===== config.mk =====
export PLATFORM = sky130hd
export DESIGN_NAME = fetch_queue_ctrl_flat
export DESIGN_NICKNAME = d
export VERILOG_FILES = /design/src/rtl/fetch_queue_if.sv /design/src/rtl/fetch_queue_ctrl.sv /design/src/flat_wrapper.sv
export SDC_FILE = /design/constraint.sdc
export NUM_CORES = 1
export LEC_CHECK = 0
export CAP_MARGIN = 15
export CORE_AREA = 2 2 39 41
export DETAILED_ROUTE_END_ITERATION = 7
export DIE_AREA = 0 0 41 43
export PLACE_DENSITY = 0.74
export SLEW_MARGIN = 25
export SYNTH_ARGS = -nofsm -noshare
export SYNTH_HDL_FRONTEND = slang
export SYNTH_SLANG_ARGS = --single-unit

===== constraint.sdc =====
create_clock -name clk -period 4.04 [get_ports clk]
set_clock_uncertainty 0.05 [all_clocks]
set_input_delay 0.404 -clock clk [delete_from_list [all_inputs] [get_ports clk]]
set_output_delay 0.404 -clock clk [all_outputs]
set_load 0.005 [all_outputs]

===== src/rtl/fetch_queue_if.sv =====
// Handshake and FIFO-control bundle between fetch, decode and the fetch queue controller.
// Both handshakes are valid/ready: a transfer happens on a rising edge where valid && ready,
// valid must not wait on ready, and an offered packet is held until it is taken or flushed.
interface fetch_queue_if #(
  parameter int CNT_W = 4
);
  logic             fetch_valid;
  logic             fetch_ready;
  logic             dec_ready;
  logic             dec_stall;
  logic             flush;
  logic             fifo_full;
  logic             fifo_write;
  logic             fifo_read;
  logic             fifo_stall;
  logic             fifo_clear;
  logic             dec_valid;
  logic [CNT_W-1:0] count;
  logic [1:0]       state;

  modport master (
    input  fetch_valid, dec_ready, dec_stall, flush, fifo_full,
    output fetch_ready, fifo_write, fifo_read, fifo_stall, fifo_clear, dec_valid, count, state
  );

  modport slave (
    output fetch_valid, dec_ready, dec_stall, flush, fifo_full,
    input  fetch_ready, fifo_write, fifo_read, fifo_stall, fifo_clear, dec_valid, count, state
  );
endinterface


===== src/rtl/fetch_queue_ctrl.sv =====
// Fetch-to-decode instruction-pair queue controller: occupancy, strobes and flush/refill FSM.
// Optional FQ_PERF_CNT_EN adds saturating decode-starve and fetch-blocked counters.
module fetch_queue_ctrl #(
  parameter int DEPTH      = 8,
  parameter int CNT_W      = $clog2(DEPTH) + 1,
  parameter int REFILL_MIN = 2
) (
  input  logic              clk,
  input  logic              rst,
  fetch_queue_if.master     bus
`ifdef FQ_PERF_CNT_EN
  ,
  output logic [31:0]       perf_starve,
  output logic [31:0]       perf_full
`endif
);

  typedef enum logic [1:0] {
    S_IDLE   = 2'b00,
    S_RUN    = 2'b01,
    S_FLUSH  = 2'b10,
    S_REFILL = 2'b11
  } fq_state_e;

  localparam logic [CNT_W-1:0] DEPTH_C  = CNT_W'(DEPTH);
  localparam logic [CNT_W-1:0] REFILL_C = CNT_W'(REFILL_MIN);

  fq_state_e        state_q;
  logic [CNT_W-1:0] count_q;
  logic [CNT_W-1:0] count_next;
  logic             fetch_ready;
  logic             fifo_write;
  logic             dec_valid;
  logic             fifo_read;
  logic             fifo_stall;
  logic             fifo_clear;

  // Strobes are gated by rst so nothing fires while reset is held.
  always_comb begin
    fetch_ready = !rst && (state_q != S_FLUSH) && (count_q != DEPTH_C) && !bus.fifo_full;
    fifo_write  = bus.fetch_valid && fetch_ready;
    dec_valid   = !rst && (state_q == S_RUN) && (count_q != '0);
    fifo_read   = dec_valid && bus.dec_ready && !bus.dec_stall;
    fifo_stall  = !rst && (bus.dec_stall || (state_q == S_FLUSH));
    fifo_clear  = !rst && (state_q == S_FLUSH);
    count_next  = count_q + CNT_W'(fifo_write) - CNT_W'(fifo_read);
  end

  assign bus.fetch_ready = fetch_ready;
  assign bus.fifo_write  = fifo_write;
  assign bus.dec_valid   = dec_valid;
  assign bus.fifo_read   = fifo_read;
  assign bus.fifo_stall  = fifo_stall;
  assign bus.fifo_clear  = fifo_clear;
  assign bus.count       = count_q;
  assign bus.state       = state_q;

  always_ff @(posedge clk) begin
    if (rst) begin
      state_q <= S_IDLE;
      count_q <= '0;
    end else if (bus.flush) begin
      // A packet written on the flush edge is wrong-path; the clear in FLUSH discards it.
      state_q <= S_FLUSH;
      count_q <= '0;
    end else begin
      count_q <= count_next;
      case (state_q)
        S_IDLE:   if (fifo_write) state_q <= S_RUN;
        S_RUN:    if ((count_next == '0) && !bus.fetch_valid) state_q <= S_IDLE;
        S_FLUSH:  state_q <= S_REFILL;
        S_REFILL: begin
          // Short fetch block: release decode early rather than wait for REFILL_MIN.
          if ((count_next >= REFILL_C) || ((count_next != '0) && !bus.fetch_valid))
            state_q <= S_RUN;
        end
        default:  state_q <= S_IDLE;
      endcase
    end
  end

`ifdef FQ_PERF_CNT_EN
  always_ff @(posedge clk) begin
    if (rst) begin
      perf_starve <= '0;
      perf_full   <= '0;
    end else begin
      if ((state_q == S_RUN) && (count_q == '0) && bus.dec_ready && (perf_starve != '1))
        perf_starve <= perf_starve + 32'd1;
      if (bus.fetch_valid && !fetch_ready && (state_q != S_FLUSH) && (perf_full != '1))
        perf_full <= perf_full + 32'd1;
    end
  end
`endif

endmodule


===== src/flat_wrapper.sv =====
// flat-port wrapper written by rule: the top's interface ports become plain ports
module fetch_queue_ctrl_flat 
#(
  parameter int DEPTH      = 8,
  parameter int CNT_W      = $clog2(DEPTH) + 1,
  parameter int REFILL_MIN = 2
)
  (clk, rst, bus_fetch_valid, bus_dec_ready, bus_dec_stall, bus_flush, bus_fifo_full, bus_fetch_ready, bus_fifo_write, bus_fifo_read, bus_fifo_stall, bus_fifo_clear, bus_dec_valid, bus_count, bus_state);
  fetch_queue_if #(.CNT_W(CNT_W)) bus_i ();
  input  logic clk;
  input  logic rst;
  input wire logic [$bits(bus_i.fetch_valid)-1:0] bus_fetch_valid;
  input wire logic [$bits(bus_i.dec_ready)-1:0] bus_dec_ready;
  input wire logic [$bits(bus_i.dec_stall)-1:0] bus_dec_stall;
  input wire logic [$bits(bus_i.flush)-1:0] bus_flush;
  input wire logic [$bits(bus_i.fifo_full)-1:0] bus_fifo_full;
  output wire logic [$bits(bus_i.fetch_ready)-1:0] bus_fetch_ready;
  output wire logic [$bits(bus_i.fifo_write)-1:0] bus_fifo_write;
  output wire logic [$bits(bus_i.fifo_read)-1:0] bus_fifo_read;
  output wire logic [$bits(bus_i.fifo_stall)-1:0] bus_fifo_stall;
  output wire logic [$bits(bus_i.fifo_clear)-1:0] bus_fifo_clear;
  output wire logic [$bits(bus_i.dec_valid)-1:0] bus_dec_valid;
  output wire logic [$bits(bus_i.count)-1:0] bus_count;
  output wire logic [$bits(bus_i.state)-1:0] bus_state;
  assign bus_i.fetch_valid = bus_fetch_valid;
  assign bus_i.dec_ready = bus_dec_ready;
  assign bus_i.dec_stall = bus_dec_stall;
  assign bus_i.flush = bus_flush;
  assign bus_i.fifo_full = bus_fifo_full;
  assign bus_fetch_ready = bus_i.fetch_ready;
  assign bus_fifo_write = bus_i.fifo_write;
  assign bus_fifo_read = bus_i.fifo_read;
  assign bus_fifo_stall = bus_i.fifo_stall;
  assign bus_fifo_clear = bus_i.fifo_clear;
  assign bus_dec_valid = bus_i.dec_valid;
  assign bus_count = bus_i.count;
  assign bus_state = bus_i.state;
  fetch_queue_ctrl #(.DEPTH(DEPTH), .CNT_W(CNT_W), .REFILL_MIN(REFILL_MIN)) u_core (.clk(clk), .rst(rst), .bus(bus_i));
endmodule

==> impl_metrics.env, run 1 <==
# physical design summary
export IMPL_status="finished clean"
export IMPL_r2r_cells=12
export IMPL_first_pass_iters=2
export IMPL_hold_path_end="u_core.bus.state[1]$_SDFFE_PP0P_"
export IMPL_edf_count=0
export IMPL_via_per_inst=4.91
export IMPL_setup_tns_ns=0
export IMPL_yosys_area_top_type="dfxtp_1"
export IMPL_layout_top_cell="clkdlybuf4s50_1"
export IMPL_grt_pass1_wl_mm=1.70
export IMPL_place_area_sq_um=644
export IMPL_min_from="u_core.bus.state[1]$_SDFFE_PP0P_"
export IMPL_avgSynthCellArea_sq_um=8.96
export IMPL_synth_adder_area_share_pct=21.2
export IMPL_gr_usage_all_layers_pct=14.7
export IMPL_die_w_um=41
export IMPL_criticalPathCategory="input port to flip-flop"
export IMPL_hold_path_class="flip-flop to flip-flop"
export IMPL_power_leakage_nw=0.265
export IMPL_row_count=14
export IMPL_fin_nets=86
export IMPL_synthTopCellsByArea="dfxtp_1 27%, ha_1 17%, a2111oi_4 6.1%, inv_1 5.0%, fa_1 4.5%"
export IMPL_syn_nets=64
export IMPL_drc=0
export IMPL_crit_path_max_fanout=9
export IMPL_cts_hold_buf=0
export IMPL_numPortBuffers=18
export IMPL_hpwlAfterDp_um=866
export IMPL_fmaxAchievable_mhz=307
export IMPL_drive_above_1_share_pct=7.14
export IMPL_top_area_share_pct=26.8
export IMPL_ant_nets=0
export IMPL_cts_root_buf="clkbuf_4"
export IMPL_min_path_cells=2
export IMPL_cts_repair_resized=0
export IMPL_cts_buffer_depth=2
export IMPL_required_ns=4.13
export IMPL_wl_per_cell_um=12.1
export IMPL_ys_sh_aoi_pct=17.6
export IMPL_grt_max_degree=10
export IMPL_drt_iter0_drc=4
export IMPL_antenna_cells=0
export IMPL_syn_area_sq_um=448
export IMPL_postSynthCellCount=50
## run 1: routing by layer
layer	vias to the layer above	global-route usage, %	routed length, um
li1	213	-	-
met1	193	18.0	461
met2	12	21.6	492
met3	4	4.71	67
met4	0	8.00	23
met5	-	0	0
## run 1: how the worst max path moves through the flow
| stage | start | to | cells after the start |
|---|---|---|---|
| global route | rst | u_core.bus.state[0]$_SDFFE_PP0P_ | 14 |
| CTS | rst | u_core.bus.state[0]$_SDFFE_PP0P_ | 14 |
| finish | rst | u_core.bus.state[0]$_SDFFE_PP0P_ | 14 |
| detailed placement | rst | u_core.bus.state[0]$_SDFFE_PP0P_ | 14 |
| global placement | rst | u_core.bus.state[0]$_SDFFE_PP0P_ | 14 |
| floorplan | u_core.bus.state[0]$_SDFFE_PP0P_ | u_core.bus.state[0]$_SDFFE_PP0P_ | 12 |
## run 1: where the power goes
part           switching [W]  internal, W  leakage [nW]
clock network      0.0000227    0.0000337        0.0138
registers         0.00000291    0.0000618        0.0489
logic              0.0000128    0.0000211         0.202
## run 1: state kept, by name, summed over array words and instances (netlist names)
| name | flops |
|---|---|
| u_core.bus.count | 4 |
| u_core.bus.state | 2 |
## run 1: stage by stage
step	hold WS, ns	instances	total power, W
2_1_floorplan	0.425	50	0.0000800
3_3_place_gp	0.488	83	0.0000993
3_5_place_dp	0.497	83	0.0000997
4_1_cts	0.501	86	0.000156
5_1_grt	0.522	86	0.000161
6_report	0.498	86	0.000155
## run 1: cell type report
type                            count  area [sq um]
Clock buffer                        3          22.5
Fill cell                         142           717
Inverter                            7          26.3
Multi-Input combinational cell     36           298
Sequential cell                     6           120
Tap cell                           16          20.0
Timing Repair Buffer               18           180
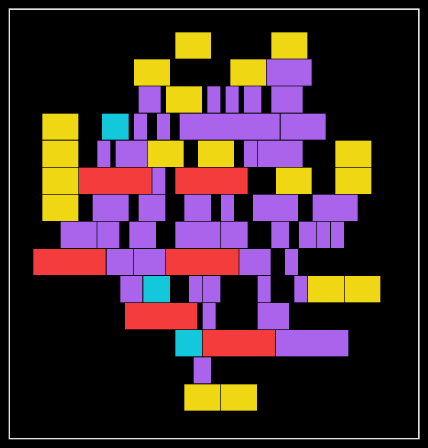
Figure 1: run 1, cell classes on the final placement.
colour	class	cells	share of their area
cyan	clock-net drivers	3	3.5%
red	sequential cells	6	19%
purple	remaining logic cells	43	50%
yellow	remaining buffers and delay cells	18	28%

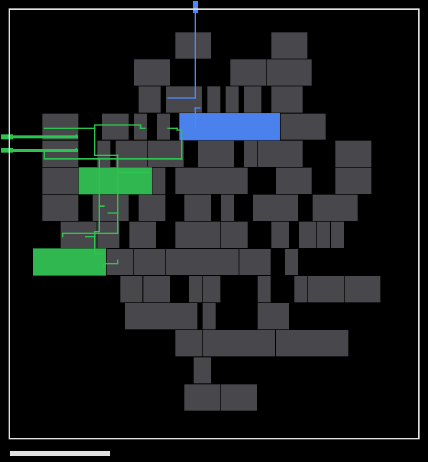
Figure 2: run 1, wires at chosen ports, followed through buffers.
The bar under the picture is 10 um long.
colour	port	bits	direction	end cells	buffers	wire
green	bus_state	2	output	2	2	79.7 um
blue	bus_fifo_full	1	input	1	1	13.8 um

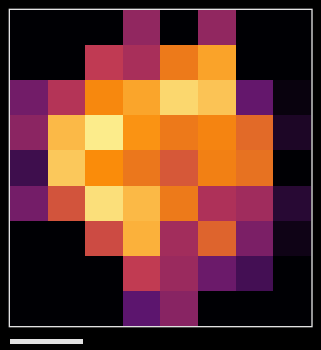
Figure 3: run 1, cell density map.
The bar under the picture is 10 um long. The die is cut into 8 by 9 equal tiles; black is low, pale yellow is high, 0 to 100% covered.
tiles over 75% full	15%
densest ninth of the die	centre
fullest tile	96%

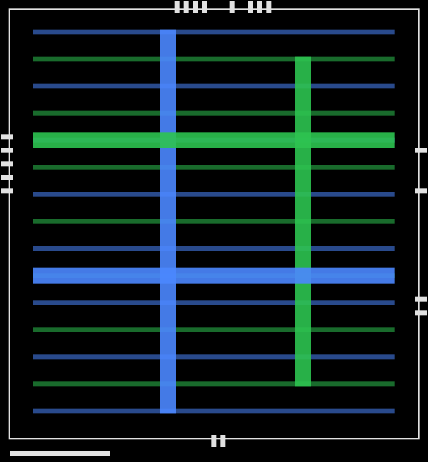
Figure 4: run 1, supply network.
The bar under the picture is 10 um long. Pins as bars on the die edge.
colour	net
green	VDD
blue	VSS
signal pins	19
met5 straps	2
met4 straps	2
met1 rails	15

==> run 2, diff against run 1 <==
--- a/config.mk
+++ b/config.mk
@@ -9,7 +9,7 @@
 export CORE_AREA = 2 2 39 41
 export DETAILED_ROUTE_END_ITERATION = 7
 export DIE_AREA = 0 0 41 43
-export PLACE_DENSITY = 0.74
+export PLACE_DENSITY = 0.76
 export SLEW_MARGIN = 25
 export SYNTH_ARGS = -nofsm -noshare
 export SYNTH_HDL_FRONTEND = slang
==> constraint.sdc (replaced) <==
create_clock -name clk -period 2.75 [get_ports clk]
set_clock_uncertainty 0.05 [all_clocks]
set_input_delay 0.275 -clock clk [delete_from_list [all_inputs] [get_ports clk]]
set_output_delay 0.275 -clock clk [all_outputs]
set_load 0.005 [all_outputs]
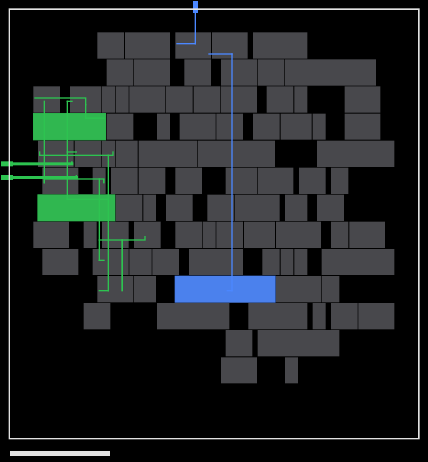
Figure 5: run 2, wires at chosen ports, followed through buffers.
The bar under the picture is 10 um long.
colour	port	bits	direction	end cells	buffers	wire
blue	bus_fifo_full	1	input	1	1	31.5 um
green	bus_state	2	output	2	4	92.7 um

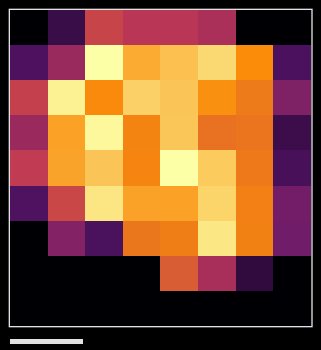
Figure 6: run 2, cell density map.
The bar under the picture is 10 um long. The die is cut into 8 by 9 equal tiles; black is low, pale yellow is high, 0 to 100% covered.
emptiest ninth of the die	lower left
fullest tile	100%
nearly empty tiles	24%
tiles over 75% full	28%
mean over tiles	48%

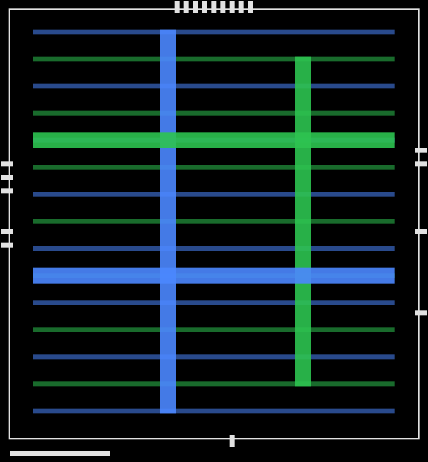
Figure 7: run 2, supply network.
The bar under the picture is 10 um long. Pins as bars on the die edge.
colour	net
green	VDD
blue	VSS
met1 rails	15
met5 straps	2
rows	14
signal pins	19

==> run 2 against run 1 <==
Effect of this change: the flow now finishes with violations (setup timing); critical path depth is 2 lower; routed wire length rose by 27%; sequential power up 43%; register-to-register slack got worse by 1.0 ns; combinational power increased by 120%; synthesized cell count is the same; setup slack worse by 0.89 ns; worst hold slack got worse by 0.048 ns; core utilization grew 14 points; flip-flop count did not move; synthesized area did not move; cell area up 30%; largest cell class unchanged.
==> impl_metrics.env, run 2 <==
# physical design summary
export IMPL_slew_violations=0
export IMPL_via_per_inst=4.64
export IMPL_final_setup_viol_count=1
export IMPL_gr_usage_all_layers_pct=16.3
export IMPL_row_count=14
export IMPL_top_area_share_pct=26.8
export IMPL_ys_sh_aoi_pct=17.6
export IMPL_place_area_sq_um=767
export IMPL_largest_register_ffs=4
export IMPL_avgSynthCellArea_sq_um=8.96
export IMPL_crit_arrival_ns=2.94
export IMPL_h_tree_depth=1
export IMPL_synthTopCellsByArea="dfxtp_1 27%, ha_1 17%, a2111oi_4 6.1%, inv_1 5.0%, fa_1 4.5%"
export IMPL_ys_area_sq_um=448
export IMPL_wl_met3_um=73
export IMPL_cts_buffer_depth=2
export IMPL_placedCellCount=98
export IMPL_cp_start_kind="flip-flop"
export IMPL_layout_top_cell="buf_4"
export IMPL_violations="setup timing"
export IMPL_hold_slack_ns=0.450
export IMPL_status="finished with violations"
export IMPL_cap_viol_max_count=0
export IMPL_crit_path_max_fanout=2
export IMPL_final_cells=106
export IMPL_cts_root_buf="clkbuf_4"
export IMPL_hold_violations=0
export IMPL_m1WireLength_um=548
export IMPL_criticalPathCategory="flip-flop to flip-flop"
export IMPL_hpwlAfterDp_mm=1.04
export IMPL_min_path_cells=3
export IMPL_hold_path_class="input port to flip-flop"
export IMPL_drive_above_1_share_pct=42.2
export IMPL_worst_r2r_setup_slack_ns=-0.11
export IMPL_busiest_layer="met2"
export IMPL_rsz0062_at_grt="yes"
export IMPL_final_comb_area_sq_um=339
export IMPL_ant_nets=0
export IMPL_cts_sinks=6
export IMPL_worst_r2r_endpoint="u_core.bus.state[0]$_SDFFE_PP0P_"
export IMPL_chipHeight_um=43
export IMPL_nFillCells=114
export IMPL_grt_pass1_vias=459
export IMPL_die_w_um=41
export IMPL_power_leakage_nw=0.377
export IMPL_drt_iter0_drc=4
export IMPL_startpoint="u_core.bus.count[2]$_SDFF_PP0_"
export IMPL_routed_top_layer="met4"
export IMPL_setup_ws_ns=-0.111
export IMPL_areaGrowthSynthToFinish_pct=93.0
export IMPL_antenna_found_initial=0
export IMPL_clk_pin_slew_ns=0.05
export IMPL_ff_latch_area_sq_um=124
export IMPL_postSynthCellCount=50
export IMPL_met2_usage_pct=26.6
export IMPL_ys_ff=6
export IMPL_drc=0
export IMPL_syn_area_sq_um=448
export IMPL_wl_met2_um=694
export IMPL_endpoint="u_core.bus.state[0]$_SDFFE_PP0P_"
export IMPL_grt_max_degree=6
export IMPL_required_ns=2.83
export IMPL_wl_per_cell_um=12.5
export IMPL_grtUsageMet3_pct=7.85
export IMPL_globalRouteOverflowTotal=0
export IMPL_synth_simple_area_share_pct=25.7
export IMPL_edf_count=0
export IMPL_fmaxAchievable_mhz=350
export IMPL_grt_pass1_wl_mm=1.86
export IMPL_yosys_area_top_type="dfxtp_1"
export IMPL_endpoint_kind="flip-flop"
export IMPL_place_gp_congestion=0.756
export IMPL_tritoncts="done"
export IMPL_setup_tns_ns=-0.111
export IMPL_power_total_w=0.000250
export IMPL_fin_nets=106
export IMPL_ys_warn_count=0
export IMPL_worst_path_stages=12
export IMPL_coreArea_sq_um=1380
export IMPL_syn_nets=64
export IMPL_first_pass_iters=2
export IMPL_tool_warnings=30
export IMPL_antenna_cells=0
export IMPL_r2r_cells=12
export IMPL_grt_use_met1_pct=17.2
export IMPL_initCoreUtil_pct=32.4
export IMPL_numPortBuffers=18
export IMPL_synth_adder_area_share_pct=21.2
run 2: how the worst min path moves through the flow:
| stage | from | end | slack, ns |
|---|---|---|---|
| 3_3_place_gp | u_core.bus.state[0]$_SDFFE_PP0P_ | u_core.bus.state[0]$_SDFFE_PP0P_ | 0.55 |
| 2_1_floorplan | bus_flush | u_core.bus.count[2]$_SDFF_PP0_ | 0.29 |
| 3_5_place_dp | u_core.bus.state[0]$_SDFFE_PP0P_ | u_core.bus.state[0]$_SDFFE_PP0P_ | 0.55 |
| 4_1_cts | u_core.bus.state[0]$_SDFFE_PP0P_ | u_core.bus.state[0]$_SDFFE_PP0P_ | 0.57 |
| 5_1_grt | rst | u_core.bus.count[2]$_SDFF_PP0_ | 0.46 |
| 6_report | rst | u_core.bus.count[2]$_SDFF_PP0_ | 0.45 |
run 2: cells by family after synthesis:
kind of cell	after synthesis
flip-flops	6
AND/OR/NAND/NOR	20
XOR/XNOR	1
AND-OR/OR-AND	8
buffers and inverters	8
adder cells (fa/ha/maj)	7
run 2: power breakdown:
group | leakage (nW) | total [W] | internal [W] | switching, W
clock | 0.0138 | 0.0000843 | 0.0000496 | 0.0000347
sequential | 0.0503 | 0.0000925 | 0.0000910 | 0.00000154
combinational | 0.312 | 0.0000735 | 0.0000467 | 0.0000268
run 2: cell type report:
cell class                 instances  area share [%]
timing repair buffer              38            38.5
inverter                           7            3.04
sequential                         6            14.3
tap                               16            2.32
multi-input combinational         36            39.2
clock buffer                       3            2.60
run 2: tightest hold or removal path, stage by stage:
cell            delay [ns]
dlymetal6s2s_1        0.21
buf_4                 0.18
nor3_1                0.05
run 2: timing repair:
item | CTS | global route
hold buffers | 0 | 0
setup buffers | 2 | 3
endpoints found under the setup margin | 2 | 2
resized | 2 | 6
pin swaps | 3 | 5
==> run 3, diff against run 2 <==
--- a/config.mk
+++ b/config.mk
@@ -6,10 +6,11 @@
 export NUM_CORES = 1
 export LEC_CHECK = 0
 export CAP_MARGIN = 15
-export CORE_AREA = 2 2 39 41
+export CELL_PAD_IN_SITES_DETAIL_PLACEMENT = 1
+export CELL_PAD_IN_SITES_GLOBAL_PLACEMENT = 1
+export CORE_UTILIZATION = 26
 export DETAILED_ROUTE_END_ITERATION = 7
-export DIE_AREA = 0 0 41 43
-export PLACE_DENSITY = 0.76
+export PLACE_DENSITY = 0.8
 export SLEW_MARGIN = 25
 export SYNTH_ARGS = -nofsm -noshare
 export SYNTH_HDL_FRONTEND = slang
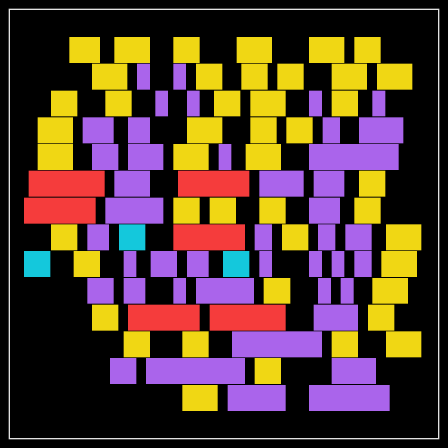
Figure 8: run 3, cell classes on the final placement.
colour	class	cells	share of their area
purple	remaining logic cells	43	42%
cyan	clock-net drivers	3	2.5%
red	sequential cells	6	14%
yellow	remaining buffers and delay cells	44	42%

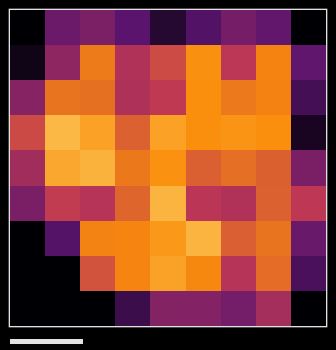
Figure 9: run 3, cell density map.
The bar under the picture is 10 um long. The die is cut into 9 by 9 equal tiles; black is low, pale yellow is high, 0 to 100% covered.
fullest tile	85%
tiles over 75% full	19%
densest ninth of the die	centre
nearly empty tiles	11%
mean over tiles	48%

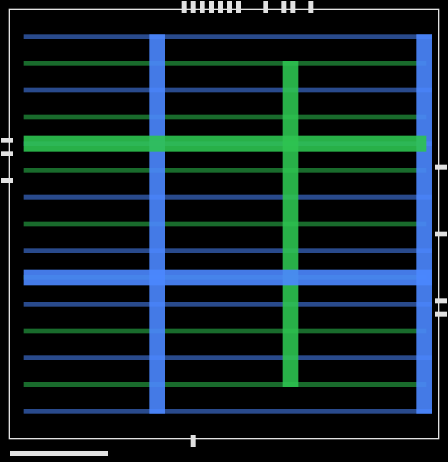
Figure 10: run 3, supply network.
The bar under the picture is 10 um long. Pins as bars on the die edge.
colour	net
blue	VSS
green	VDD
met5 straps	2
rows	14

==> run 3 against run 2 <==
Effect of this change: the flow finishes with violations (DRC, setup timing); setup slack worse by 0.13 ns; combinational power up 15%; first-iteration DRC count up 75%; clock-buffer cell count unchanged; critical path type is now input port to flip-flop; critical endpoint unchanged; largest cell class is now buffers; largest power group unchanged.
==> impl_metrics.env, run 3 <==
# physical design summary
export IMPL_tool_warnings=30
export IMPL_antenna_cells=0
export IMPL_fin_nets=112
export IMPL_initCoreUtil_pct=28.7
export IMPL_required_ns=2.83
export IMPL_placedCellCount=99
export IMPL_criticalPathCategory="input port to flip-flop"
export IMPL_yosys_area_top_type="dfxtp_1"
export IMPL_ant_nets=0
export IMPL_avgSynthCellArea_sq_um=8.96
export IMPL_antenna_found_initial=0
export IMPL_edf_count=0
export IMPL_coreArea_sq_um=1560
export IMPL_clockPowerShare_pct=31.7
export IMPL_syn_nets=64
export IMPL_numPortBuffers=18
export IMPL_wl_met3_um=86
export IMPL_m1WireLength_um=682
export IMPL_top_area_share_pct=26.8
export IMPL_status="finished with violations"
export IMPL_power_leakage_nw=0.401
export IMPL_place_area_sq_um=774
export IMPL_routed_top_layer="met4"
export IMPL_violations="DRC, setup timing"
export IMPL_p_comb_share_pct=32.5
export IMPL_power_total_w=0.000259
export IMPL_gr_usage_all_layers_pct=21.6
export IMPL_ys_area_sq_um=448
export IMPL_syn_area_sq_um=448
export IMPL_slew_violations=0
export IMPL_hold_violations=0
export IMPL_cp_start_kind="input port"
export IMPL_cap_viol_max_count=0
export IMPL_areaGrowthSynthToFinish_pct=105
export IMPL_wl_per_cell_um=16.5
export IMPL_globalRouteOverflowTotal=0
export IMPL_final_setup_viol_count=1
export IMPL_grt_pass1_vias=665
export IMPL_switching_share_pct=26.0
export IMPL_synthTopCellsByArea="dfxtp_1 27%, ha_1 17%, a2111oi_4 6.1%, inv_1 5.0%, fa_1 4.5%"
export IMPL_met2_usage_pct=42.4
export IMPL_cts_sinks=6
export IMPL_chipHeight_um=43.5
export IMPL_p_int_w=0.000192
export IMPL_place_gp_congestion=0.799
export IMPL_grt_max_degree=7
export IMPL_busiest_layer="met2"
export IMPL_wl_met2_mm=1.05
export IMPL_first_pass_iters=6
export IMPL_cts_buffer_depth=2
export IMPL_crit_arrival_ns=3.06
export IMPL_hold_path_class="flip-flop to flip-flop"
export IMPL_postSynthCellCount=50
export IMPL_setup_ws_ns=-0.237
export IMPL_grt_pass1_wl_mm=2.90
export IMPL_power_switching_w=0.0000674
export IMPL_grt_use_met1_pct=21.8
export IMPL_drc=2
export IMPL_ys_warn_count=0
export IMPL_rsz0062_at_grt="yes"
export IMPL_row_count=14
export IMPL_via_per_inst=5.04
export IMPL_drive_above_1_share_pct=44.8
export IMPL_layout_top_cell="buf_4"
export IMPL_largest_register_ffs=4
export IMPL_crit_path_max_fanout=2
export IMPL_clk_pin_slew_ns=0.04
run 3: final timing paths:
| check | startpoint | to | slack, ns | cells after the start |
|---|---|---|---|---|
| worst min-delay path | u_core.bus.state[0]$_SDFFE_PP0P_ | u_core.bus.state[0]$_SDFFE_PP0P_ | 0.58 | 2 |
| worst min register to register | u_core.bus.state[0]$_SDFFE_PP0P_ | u_core.bus.state[0]$_SDFFE_PP0P_ | 0.58 | 2 |
| worst max-delay path | bus_fifo_full | u_core.bus.state[0]$_SDFFE_PP0P_ | -0.24 | 11 |
| worst max register to register | u_core.bus.count[2]$_SDFF_PP0_ | u_core.bus.state[0]$_SDFFE_PP0P_ | -0.22 | 12 |
run 3: repair_timing:
item,in CTS,in global routing
resized,4,7
setup endpoints to repair,2,4
pin swaps,3,8
setup buffers,8,4
run 3: area by class of cell:
cell class / count / area (sq um)
Fill cell: 189 / 639
Timing Repair Buffer: 44 / 374
Inverter: 7 / 26.3
Sequential cell: 6 / 123
Tap cell: 16 / 20.0
Multi-Input combinational cell: 36 / 354
Clock buffer: 3 / 22.5
run 3: kinds of logic (layout without fill, tap and decap cells):
kind of cell,count (synthesis),count (layout),synth area share (%)
fa+ha+maj,7,7,21.2
simple gates,20,20,25.7
compound gates,8,8,17.6
flops,6,6,26.8
buf+inv,8,54,6.70
xor+xnor,1,1,1.96
run 3: power by group through the flow:
stage          Sequential (W)  Clock [W]  Combinational [W]
6_report            0.0000929  0.0000821          0.0000842
5_1_grt             0.0000932  0.0000869          0.0000883
4_1_cts             0.0000928  0.0000834          0.0000785
3_5_place_dp        0.0000944          0          0.0000700
3_3_place_gp        0.0000942          0          0.0000677
2_1_floorplan       0.0000964          0          0.0000215
Power is estimated from default activity; no workload was simulated.
